## config.mk

```make
export PLATFORM = sky130hd
export DESIGN_NAME = decoder_seq_n
export DESIGN_NICKNAME = d
export VERILOG_FILES = /design/src/rtl/decoder_seq_n.sv
export SDC_FILE = /design/constraint.sdc
export NUM_CORES = 1
export LEC_CHECK = 0
export CAP_MARGIN = 20
export CORE_ASPECT_RATIO = 1.25
export CORE_UTILIZATION = 43
export DETAILED_ROUTE_END_ITERATION = 16
export GPL_TIMING_DRIVEN = 0
export PLACE_DENSITY = 0.74
export REMOVE_ABC_BUFFERS = 1
export SLEW_MARGIN = 15
export SYNTH_ARGS = -nofsm -noshare
export SYNTH_HDL_FRONTEND = slang
export SYNTH_SLANG_ARGS = --single-unit
export TNS_END_PERCENT = 5
```

## constraint.sdc

```tcl
create_clock -name clk -period 1.7 [get_ports clk]
set_clock_uncertainty 0.05 [all_clocks]
set_input_delay 0.34 -clock clk [delete_from_list [all_inputs] [get_ports clk]]
set_output_delay 0.34 -clock clk [all_outputs]
set_load 0.02 [all_outputs]
```

## src/rtl/decoder_seq_n.sv

```systemverilog
`default_nettype none
// ============================================================================
//  Module      : decoder_seq_n
//  Description : Registered one-hot decoder (SEL_W -> 2**SEL_W) with a
//                handshaked DIRECT mode and a SCAN mode that walks a single
//                hot bit across all outputs with a programmable dwell time.
//  Revision    : 1.0 - initial release
// ============================================================================
module decoder_seq_n #(
  parameter int SEL_W   = 3,
  parameter int DWELL_W = 8
) (
  input  logic                  clk,
  input  logic                  rst_n,
  input  logic                  en,
  input  logic                  mode,
  input  logic [SEL_W-1:0]      sel,
  input  logic                  sel_valid,
  output logic                  sel_ready,
  input  logic [DWELL_W-1:0]    dwell,
  output logic [(2**SEL_W)-1:0] d,
  output logic [SEL_W-1:0]      idx,
  output logic                  wrap
);

  localparam int OUT_W = 2 ** SEL_W;

  localparam logic [1:0] ST_IDLE   = 2'd0;
  localparam logic [1:0] ST_DIRECT = 2'd1;
  localparam logic [1:0] ST_SCAN   = 2'd2;

  // Bit 0 set; shifted left by an index to form every one-hot code.
  localparam logic [OUT_W-1:0] ONE_HOT_LSB = {{(OUT_W-1){1'b0}}, 1'b1};

  logic [1:0]         state_q, state_d;
  logic [OUT_W-1:0]   d_q,     d_d;
  logic [SEL_W-1:0]   idx_q,   idx_d;
  logic               wrap_q,  wrap_d;
  logic [DWELL_W-1:0] cnt_q,   cnt_d;

  logic [SEL_W-1:0]   w_idx_next;

  // Next scan position wraps naturally at OUT_W because idx is SEL_W wide.
  assign w_idx_next = idx_q + SEL_W'(1);

  // Handshake is only offered while settled in DIRECT and still asked to be there;
  // rst_n gates it so the block never claims a transfer while being reset.
  assign sel_ready = rst_n && en && !mode && (state_q == ST_DIRECT);

  // Next-state and output computation; d is only ever loaded with zero or a
  // single shifted bit, so it can never become multi-hot.
  always_comb begin
    state_d = state_q;
    d_d     = d_q;
    idx_d   = idx_q;
    wrap_d  = 1'b0;
    cnt_d   = cnt_q;

    if (!en) begin
      state_d = ST_IDLE;
      d_d     = '0;
      idx_d   = '0;
      cnt_d   = '0;
    end else if (!mode) begin
      // Entering DIRECT keeps whatever d/idx were showing until a select lands.
      state_d = ST_DIRECT;
      cnt_d   = '0;
      if (sel_valid && sel_ready) begin
        d_d   = ONE_HOT_LSB << sel;
        idx_d = sel;
      end
    end else begin
      state_d = ST_SCAN;
      if (state_q != ST_SCAN) begin
        // Fresh scan always starts at position 0 without a wrap pulse.
        d_d   = ONE_HOT_LSB;
        idx_d = '0;
        cnt_d = '0;
      end else if (cnt_q == dwell) begin
        cnt_d  = '0;
        idx_d  = w_idx_next;
        d_d    = ONE_HOT_LSB << w_idx_next;
        wrap_d = &idx_q;
      end else begin
        cnt_d = cnt_q + DWELL_W'(1);
      end
    end
  end

  // State and output registers with synchronous active-low reset.
  always_ff @(posedge clk) begin
    if (!rst_n) begin
      state_q <= ST_IDLE;
      d_q     <= '0;
      idx_q   <= '0;
      wrap_q  <= 1'b0;
      cnt_q   <= '0;
    end else begin
      state_q <= state_d;
      d_q     <= d_d;
      idx_q   <= idx_d;
      wrap_q  <= wrap_d;
      cnt_q   <= cnt_d;
    end
  end

  assign d    = d_q;
  assign idx  = idx_q;
  assign wrap = wrap_q;

endmodule
`default_nettype wire

```

==> GITHUB_STEP_SUMMARY, run 1 <==
## PnR job results

| Metric | Value |
|---|---|
| Final min period | `1.77 ns` |
| Fin Hold WS | `0.288 ns` |
| Min-delay worst type | `input port to flop` |
| Max FO, Critical Path | `5` |
| RSZ-0062 raised after global routing | `true` |
| Status | `finished with violations` |
| Final setup fails | `7` |
| Slew @ Worst Pin | `0.395 ns` |
| Num rows | `20` |
| Largest area contributor in the netlist | `dfxtp_1` |
| Failing checks | `setup timing` |
| Routability cong. | `0.935` |
| Critical Path End Type | `flop` |
| Cell internal pwr | `~0.84 mW` |
| Worst Hold Path Cells | `3` |
| Area delta synth->final | `43.8%` |
| # port buffers | `28` |
| Yosys Instances | `130` |
| Detailed placement HPWL | `~2000 um` |
| Initial antenna violation count | `0` |
| Tcrit/Tclk final | `1.04` |
| YS chip area | `0.00116 mm^2` |
| Most common logic cells in the final layout | `dfxtp_1 (16), nor2_1 (15), dlymetal6s2s_1 (12), a21oi_1 (10), clkdlybuf4s50_1 (10)` |
| Vias in the first global route | `1054` |
| Synth Seq Share | `0.379` |
| Gr usage total | `0.194` |
| Worst path arrival time | `about 2.0 ns` |
| RR Startpoint | `cnt_q[0]` |
| Slowest cell on crit path | `nor4_4` |
| H-tree levels | `1` |
| Mean routed wirelength per cell | `14.3 um` |
| Switching share of total power | `0.244` |
| OpenROAD warning count | `31` |
| Combinational share of power | `0.155` |
| CTS Sinks | `22` |
| DP Worst Slack | `-0.835 ns` |
| Net switching power | `0.272 mW` |
| Clock Path Buffers | `2` |
| Die ar. | `0.00292 mm^2` |
| Max incr delay on CP | `0.43 ns` |
| Final WS setup | `-0.0684 ns` |
| Hold EP | `d[0]` |
| Initial Util | `0.465` |
run 1: cell type report:
cell class              count  area, um^2
fillers                   223         831
multi-input cells          97         771
flip-flops and latches     22         453
repair buffers             32         328
well taps                  33        41.3
clock inverters             1        30.0
inverters                   7        26.3
clock buffers               3        22.5
run 1: metrics by stage:
stage / utilization / cell area [um^2] / power (mW) / TNS [ns] / instances
final: 0.668 / 1670 / 1.12 / -0.154 / 195
after global placement: 0.586 / 1470 / 0.707 / -8.54 / 187
after detailed placement: 0.586 / 1470 / 0.712 / -9.58 / 187
after global routing: 0.668 / 1670 / 1.16 / -1.61 / 195
after CTS: 0.617 / 1540 / 1.11 / -0.272 / 193
after floorplan: - / 1140 / 0.631 / -0.0190 / 126
run 1: what timing repair did:
item / CTS / global route
pin swaps: 2 / 5
resized: 13 / 37
setup endpoints to repair: 22 / 20
gates cloned: 0 / 0
buffers inserted: 2 / 2
run 1: flip-flops by register name, summed over array words and instances, names as in the netlist:
signal	cells
wrap	1
d	8
cnt_q	8
state_q	2
idx	3
run 1: Yosys cell counts (all sizes together), types with 3 or more instances:
library cell / n
a22oi: 4
dfxtp: 22
nor2: 17
xnor2: 3
nand3: 4
nor4: 3
ha: 7
xor2: 11
inv: 7
a32oi: 3
a211oi: 7
nand2: 3
a21oi: 11
nor3: 6
run 1: power by group through the flow:
stage          sequential, mW  clock (mW)  combinational (mW)
4_1_cts                 0.537       0.412               0.165
3_3_place_gp            0.547           0               0.160
3_5_place_dp            0.548           0               0.164
5_1_grt                 0.538       0.439               0.188
2_1_floorplan           0.559           0              0.0715
6_report                0.535       0.408               0.173
run 1: worst max path at each step:
stage / from / endpoint / slack [ns] / cells after the start
after floorplan: idx[0] / d[0] / -0.02 / 7
after global placement: rst_n / sel_ready / -0.79 / 5
after detailed placement: en / sel_ready / -0.84 / 5
after CTS: dwell[4] / d[0] / -0.10 / 6
after global routing: cnt_q[0] / idx[2] / -0.18 / 5
final: cnt_q[0] / d[0] / -0.07 / 5
run 1: worst max-delay path, delay by kind of cell (launching register included):
kind	cells	cell delay [ns]
simple gates	2	0.84
flops	1	0.38
compound gates	2	0.24
xor+xnor	1	0.19
run 1: logic make-up after synthesis:
group,count (synthesis),share of synthesized area
and+or+nand+nor,42,0.202
AOI/OAI and AO/OA,34,0.200
DFF,22,0.379
xor gates and xnor gates,14,0.105
buffers and inverters,11,0.0377
adders and majority gates,7,0.0753
run 1: metal layers:
layer	vias to the layer above	GRT usage	part of all wire
met5	-	0	0
met4	0	0.0798	0.020
met3	9	0.0356	0.046
li1	531	-	-
met1	490	0.196	0.38
met2	37	0.392	0.56
Run 1, the clock network:
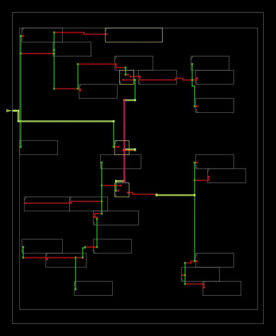
seq_cells: 22
clock buffers: 3
Clk. pwr: 0.408 mW

Run 1, signal wires on met3:
The bar under the picture is 10 um long.
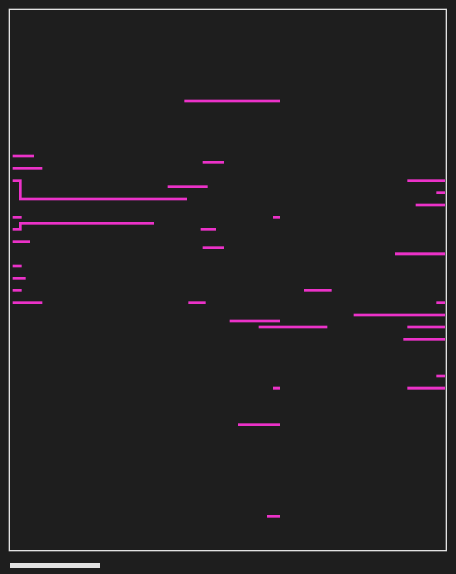
The longest straight run is 18.4 um. The layer carries 129 um of wire. 27 nets have wire on it. The wires run mostly horizontal. The layer holds 4.6% of the routed length.
final wirelength: 2800 um
grt met3 use: 0.0356
overall via count from detail_route: 1067

Run 1, met1 routing:
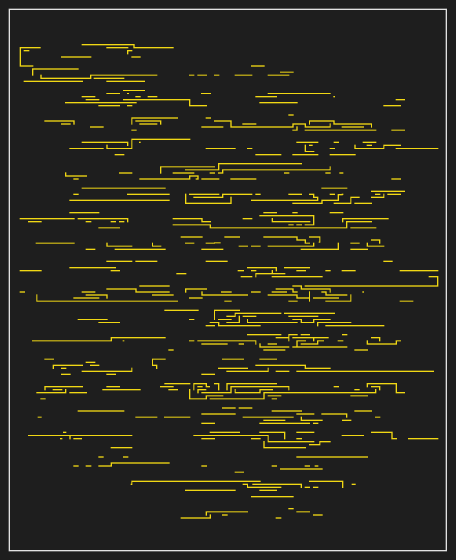
The layer carries 1050 um of wire. 164 nets have wire on it. The longest straight run is 15.6 um. The layer holds 38% of the routed length. The wires run mostly horizontal.
met1 GRT Util: 0.196

Run 1, placed cells, one color a class:
Fill, decap, tap and diode cells in gray.
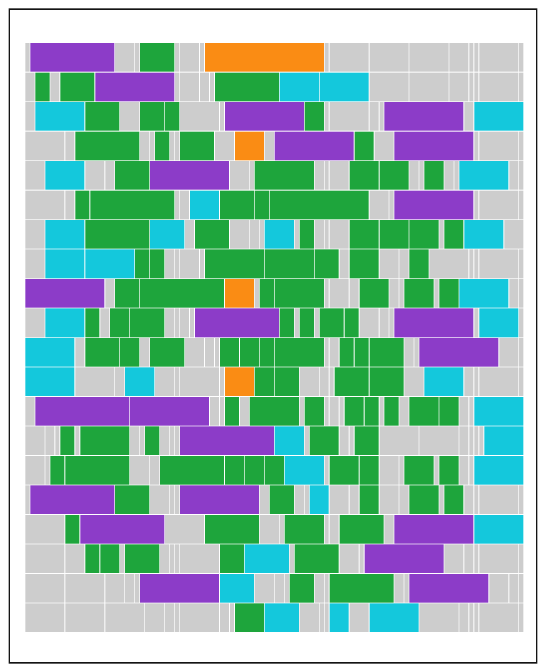

## Run 2: what changed since run 1
- CTS_CLUSTER_DIAMETER: unset -> 120
- GPL_ROUTABILITY_DRIVEN: unset -> 0
- PLACE_DENSITY: 0.74 -> 0.86
Run 2, placed cells, one color a class:
Fill, decap, tap and diode cells in gray.
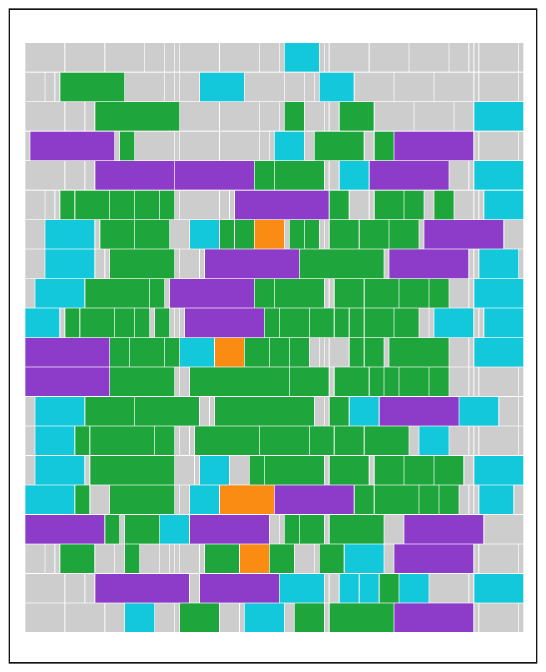
Purple is sequential cells, cells 22, share of their area 26%. Green is remaining logic cells, cells 105, share of their area 50%. Orange is clock drivers and dummy loads, cells 4, share of their area 2.1%. Cyan is remaining buffers and delay cells, cells 39, share of their area 22%.
Finished Core Util: 0.713
Final Cell Area: 0.00178 mm^2
num rows: 20

Run 2, signal wires on met3:
The bar under the picture is 10 um long.
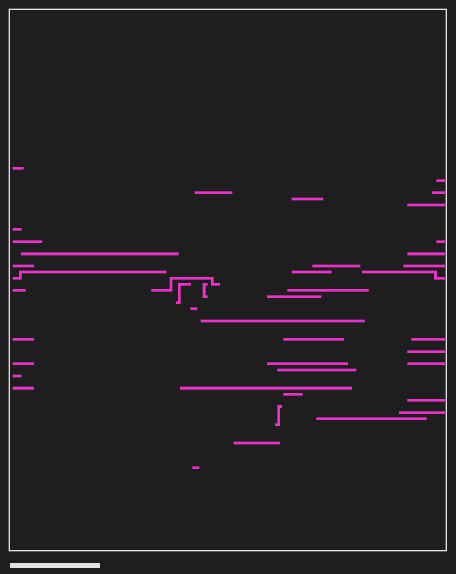
overall via count from detail_route: 1154
grt met3 use: 0.0229
final wirelength: 3130 um

Run 2, wire density map:
The bar under the picture is 10 um long. The die is cut into 10 by 12 equal tiles; dark blue is low, red is high, scaled to the fullest tile. Values are wire area over tile area, all layers added.
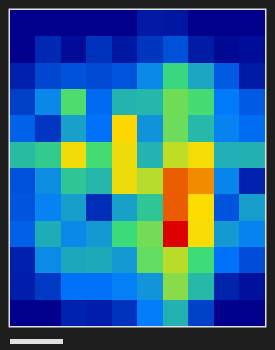
The fullest tile reaches 0.59. 12% of the tiles are nearly empty. The mean over all tiles is 0.17. The densest ninth of the die: center.
gr usage total: 0.195
mean routed wirelength per cell: 15.4 um

==> run 2 against run 1 <==
  * The run still ends with setup timing left
  * Clock-buffer cell count increased by 1
  * Total power fell by 7.9%
  * Flip-flop count did not move
  * Synthesized cell count unchanged
==> GITHUB_STEP_SUMMARY, run 2 <==
## PnR job results

| Metric | Value |
|---|---|
| RSZ-0062 raised after global routing | `true (unchanged)` |
| Yosys Instances | `130 (unchanged)` |
| Max FO, Critical Path | `5 (unchanged)` |
| Fill cells | `173 (was 223)` |
| Tcrit/Tclk final | `1.01 (was 1.04)` |
| Most common logic cells in the final layout | `nor2_1 (15), dfxtp_1 (15), dlymetal6s2s_1 (12), a21oi_1 (10), buf_4 (10) (was dfxtp_1 (16), nor2_1 (15), dlymetal6s2s_1 (12), a21oi_1 (10), clkdlybuf4s50_1 (10))` |
| Non-Filler Instances | `203 (was 195)` |
| Top cells by count | `dfxtp_1 (22), nor2_1 (17), xor2_1 (11) (unchanged)` |
| H-tree levels | `1 (unchanged)` |
| YS chip area | `0.00116 mm^2 (unchanged)` |
| Min-delay worst type | `input port to flop (unchanged)` |
| Die ar. | `0.00292 mm^2 (unchanged)` |
| Failing checks | `setup timing (unchanged)` |
| Yosys top cell by instances | `dfxtp_1 (unchanged)` |
| Synth Seq Share | `0.379 (unchanged)` |
| RR Startpoint | `cnt_q[2] (was cnt_q[0])` |
| Worst Hold Path Cells | `3 (unchanged)` |
| Worst path arrival time | `1.90 ns (was 1.98 ns)` |
| Initial Util | `0.465 (unchanged)` |
| Hold EP | `d[0] (unchanged)` |
| Comb. cell area | `840 um^2 (was 771 um^2)` |
| Dpl cells | `187 (unchanged)` |
| Final setup fails | `2 (was 7)` |
| CTS Sinks | `22 (unchanged)` |
| Final min period | `1.71 ns (was 1.77 ns)` |
| Status | `finished with violations (unchanged)` |
| Clock Path Buffers | `2 (unchanged)` |
| Register area | `457 um^2 (was 453 um^2)` |
| Final WS setup | `-0.0139 ns (was -0.0684 ns)` |
| Largest area contributor in the netlist | `dfxtp_1 (unchanged)` |
[run 2: cell counts after synthesis]
No cell type changed its count.
[run 2: critical path, stage by stage, from the launching register on]
cell and delay, ns:
dfxtp_2 0.38, xor2_2 0.19, nor4_4 0.37, buf_4 0.21
a21o_4 0.14, a21oi_1 0.07, a211oi_1 0.23
[run 2: power breakdown]
group          internal [mW]  leakage, nW  total (mW)  switching [mW]
combinational         0.0914        0.615       0.197           0.105
sequential             0.524        0.183       0.535          0.0105
clock                  0.131       0.0210       0.296           0.165
total                  0.747        0.819        1.03           0.281
[run 2: cell families after synthesis]
logic type | count (synthesis) | synth area share
AND/OR/NAND/NOR | 42 | 0.202
buffers and inverters | 11 | 0.0377
adder cells (fa/ha/maj) | 7 | 0.0753
XOR/XNOR | 14 | 0.105
flip-flops | 22 | 0.379
AND-OR/OR-AND | 34 | 0.200
[run 2: how the worst max path moves through the flow]
stage / start / end / slack, ns / cells past startpoint
finish: cnt_q[2] / d[1] / -0.01 / 6
global route: cnt_q[2] / d[1] / -0.08 / 6
CTS: dwell[4] / d[0] / -0.12 / 6
detailed placement: rst_n / sel_ready / -0.82 / 5
global placement: rst_n / sel_ready / -0.77 / 5
floorplan: idx[0] / d[0] / -0.02 / 7
[run 2: cell type report]
type | count | share of cell area
Tap cell | 33 | 0.0231
Timing Repair Buffer | 39 | 0.214
Inverter | 7 | 0.0161
Multi-Input combinational cell | 98 | 0.471
Clock buffer | 4 | 0.0203
Sequential cell | 22 | 0.256
[run 2: timing repair]
action | CTS | global route
endpoints found under the setup margin | 23 | 21
pin swaps | 2 | 17
gates cloned | 0 | 1
gates resized | 19 | 47
hold endpoints to repair | 0 | 0
setup buffers | 2 | 9
hold buffers | 0 | 0
[run 2: metal layers]
layer	GRT usage	share of wire	up-vias
li1	-	-	548
met4	0.0924	0.018	0
met2	0.380	0.55	58
met1	0.210	0.36	539
met3	0.0229	0.071	9
met5	0	0	-
[run 2: through the flow]
stage | hold slack, ns | power [mW] | setup TNS (ns)
final | 0.317 | 1.03 | -0.0235
after global routing | 0.324 | 1.07 | -0.289
after CTS | 0.437 | 0.999 | -0.717
after detailed placement | 0.420 | 0.712 | -9.31
after global placement | 0.407 | 0.707 | -8.39
after floorplan | 0.370 | 0.631 | -0.0190
Power is estimated from default activity; no workload was simulated.
